Close-up of the layout:
Region (40, 40) to (65, 65) um. Cells in gray, sequential cells in the stronger gray; small squares are vias.
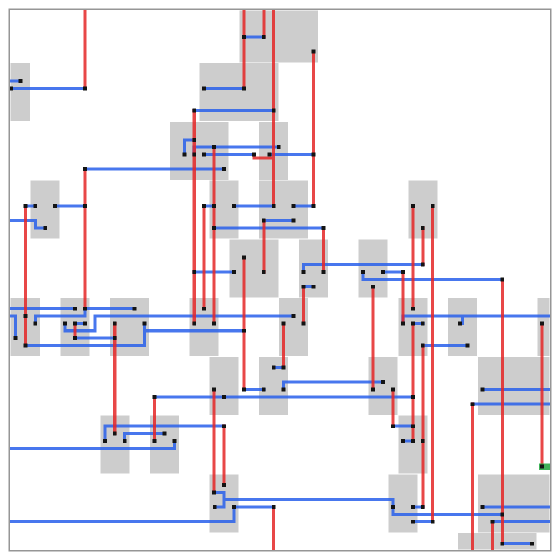
Clock distribution:
(4 px per um)
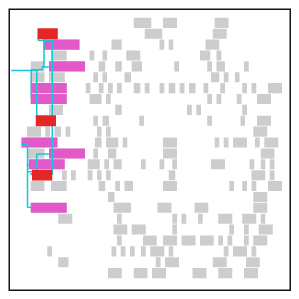
Congestion heat map:
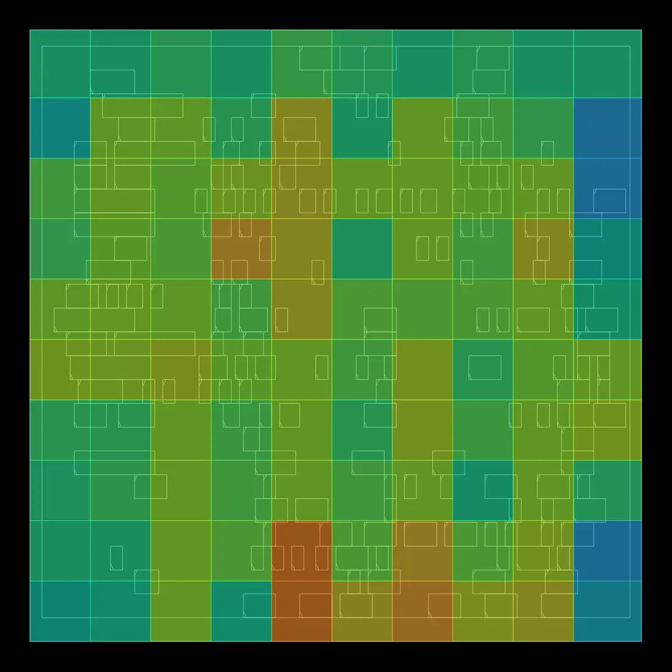
Gate-type map:
(4 px per um)
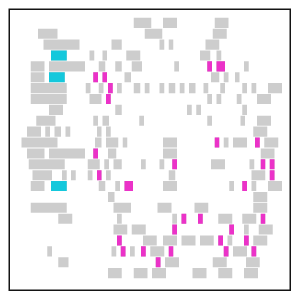
`config.mk`:
```
export PLATFORM = sky130hd
export DESIGN_NAME = status_flag_unit
export DESIGN_NICKNAME = d
export VERILOG_FILES = /design/src/rtl/status_flag_unit.sv
export SDC_FILE = /design/constraint.sdc
export NUM_CORES = 1
export LEC_CHECK = 0
export ABC_AREA = 1
export CAP_MARGIN = 5
export CELL_PAD_IN_SITES_DETAIL_PLACEMENT = 1
export CELL_PAD_IN_SITES_GLOBAL_PLACEMENT = 2
export CORE_UTILIZATION = 15
export CTS_BUF_LIST = sky130_fd_sc_hd__clkbuf_8
export CTS_CLUSTER_DIAMETER = 80
export DETAILED_ROUTE_END_ITERATION = 7
export GPL_TIMING_DRIVEN = 0
export PLACE_DENSITY_LB_ADDON = 0.1
export SKIP_CTS_REPAIR_TIMING = 1
export SYNTH_ARGS = -nofsm -noshare
export SYNTH_HDL_FRONTEND = slang
export SYNTH_SLANG_ARGS = --single-unit
```
`constraint.sdc`:
```
create_clock -name clk -period 3.2 [get_ports clk]
set_clock_uncertainty 0.2 [all_clocks]
set_input_delay 0.64 -clock clk [delete_from_list [all_inputs] [get_ports clk]]
set_output_delay 0.64 -clock clk [all_outputs]
set_load 0.02 [all_outputs]
```
`src/rtl/status_flag_unit.sv`:
```
`default_nettype none
// ============================================================================
// status_flag_unit : NZCV status register producer with ID forwarding/stall
//                    and a one-deep shadow copy for exception save/restore.
// Revision 1.0
// ============================================================================
module status_flag_unit #(
  parameter int DATA_W  = 32,
  parameter bit FORWARD = 1'b1
) (
  input  logic              clk,
  input  logic              rst_n,
  input  logic              exe_valid,
  input  logic              exe_s,
  input  logic [3:0]        exe_cmd,
  input  logic [DATA_W-1:0] alu_res,
  input  logic              alu_cout,
  input  logic              op_a_msb,
  input  logic              op_b_msb,
  input  logic              freeze,
  input  logic              flush,
  input  logic [3:0]        id_cond,
  input  logic              save_req,
  input  logic              restore_req,
  output logic [3:0]        status,
  output logic [3:0]        status_id,
  output logic              hazard_stall
);

  localparam logic [3:0] CMD_ADD = 4'b0010;
  localparam logic [3:0] CMD_ADC = 4'b0011;
  localparam logic [3:0] CMD_SUB = 4'b0100;
  localparam logic [3:0] CMD_SBC = 4'b0101;
  localparam logic [3:0] COND_AL = 4'b1110;

  logic [3:0] r_status;
  logic [3:0] r_shadow;
  logic       r_stall;
  logic [3:0] w_nf;
  logic       w_upd;
  logic       w_res_msb;

  assign w_upd     = exe_valid & exe_s & ~flush & ~freeze;
  assign w_res_msb = alu_res[DATA_W-1];

  // Non-arithmetic commands leave C and V at their committed values.
  always_comb begin
    w_nf = {w_res_msb, (alu_res == '0), r_status[1], r_status[0]};
    case (exe_cmd)
      CMD_ADD, CMD_ADC: begin
        w_nf[1] = alu_cout;
        w_nf[0] = (op_a_msb == op_b_msb) && (w_res_msb != op_a_msb);
      end
      CMD_SUB, CMD_SBC: begin
        w_nf[1] = alu_cout;
        w_nf[0] = (op_a_msb != op_b_msb) && (w_res_msb != op_a_msb);
      end
      default: ;
    endcase
  end

  // Shadow captures the pre-edge status, so save+restore swaps the two.
  always_ff @(posedge clk or negedge rst_n) begin
    if (!rst_n) begin
      r_status <= 4'b0000;
      r_shadow <= 4'b0000;
      r_stall  <= 1'b0;
    end else if (!freeze) begin
      if (restore_req) begin
        r_status <= r_shadow;
      end else if (w_upd) begin
        r_status <= w_nf;
      end
      if (save_req) begin
        r_shadow <= r_status;
      end
      r_stall <= (FORWARD == 1'b0) && w_upd && !restore_req && (id_cond != COND_AL);
    end
  end

  assign status       = r_status;
  assign hazard_stall = r_stall;
  assign status_id    = (FORWARD && w_upd) ? w_nf : (restore_req ? r_shadow : r_status);

endmodule
`default_nettype wire
```
==> run summary <==
crit end category: primary output
combinational group share of total power: 44.2%
chip area: 4880 sq um
PortBufs: 53
Core Area: 4380 sq um
layout cells sized above 1: 9.83%
nets: 226
die x size: 69.9 um
status: finished clean
post-DR wirelength/cell: 11.5 um
fin crit share: 88.6%
Setup Crit Path Kind: in2out
most frequent cells in the layout: clkdlybuf4s50_1 (49), nand2_1 (39), nor2_1 (28), dfrtp_1 (8), inv_1 (7)
antenna violation net count after detailed routing: 0
M1 GR Usage: 12.7%
FF+latch count, synth: 8
WL met2: 1.36 mm
total power: 468 uW
top sig layer: met4
synthesized area: 691 sq um
Final setup viols: 0
H-tree depth: 1
root buffer cell: clkbuf_8
vias in the first global route: 977
Final Non-Filler Cells: 225
CP Max Fanout: 4
ys cells: 117
vias: 912
yosys stat area: 691 sq um
Setup TNS Final: 0 ps
max_cap viols: 0
r2r startpoint: status[0]$_DFFE_PN0P_
FF+latch count: 8
Synth Area per Inst: 5.90 sq um
Storage cell area: 200 sq um
Clock Power: 118 uW
About 'close-up of the layout':
legend:
  green:
    layer: met3
  blue:
    layer: met1
  red:
    layer: met2
cells with their middle in the window: 29
most frequent: nand2_1 (15), clkdlybuf4s50_1 (4), inv_1 (3)
sequential cells in the window: 0

About 'clock distribution':
legend:
  red:
    item: cells driving clock nets
    count: 3
  magenta:
    item: flip-flops
    count: 8
  cyan:
    item: clock wires
    length: 118 um
routed clock nets: 4

About 'congestion heat map':
Global Route Usage Sum: 10.9%
met3 global-route usage: 1.01%
GRT met2 Usage: 20.5%
Final Core Density: 30.5%

About 'gate-type map':
legend:
  magenta:
    family: NOR gates
    cells: 30
  cyan:
    family: multiplexers
    cells: 3

-- how the worst max path moves through the flow --
stage | cells after the start | slack, ps | to
global placement | 9 | -20 | status_id[2]
detailed placement | 9 | -60 | status_id[2]
floorplan | 6 | 1050 | status_id[0]
finish | 9 | 370 | status_id[2]
CTS | 9 | -70 | status_id[2]
global route | 9 | 190 | status_id[2]
-- cells in the mapped netlist --
library cell	n	area share (%)
nand2_1	39	21
nor2_1	28	15
dfrtp_1	8	29
inv_1	7	3.8
inv_2	6	3.3
a21oi_1	5	3.6
o21ai_1	4	2.9
mux2_1	3	4.9
nand2_2	3	2.7
a21oi_2	2	2.5
nand3_1	2	1.4
nor2_2	2	1.8
o211ai_1	2	2.2
o21ai_0	2	1.4
buf_4	1	1.1
conb_1	1	0.54
nand3b_1	1	1.1
o221ai_1	1	1.3
Power figures rest on the tool's default switching activity, not on a simulated workload.
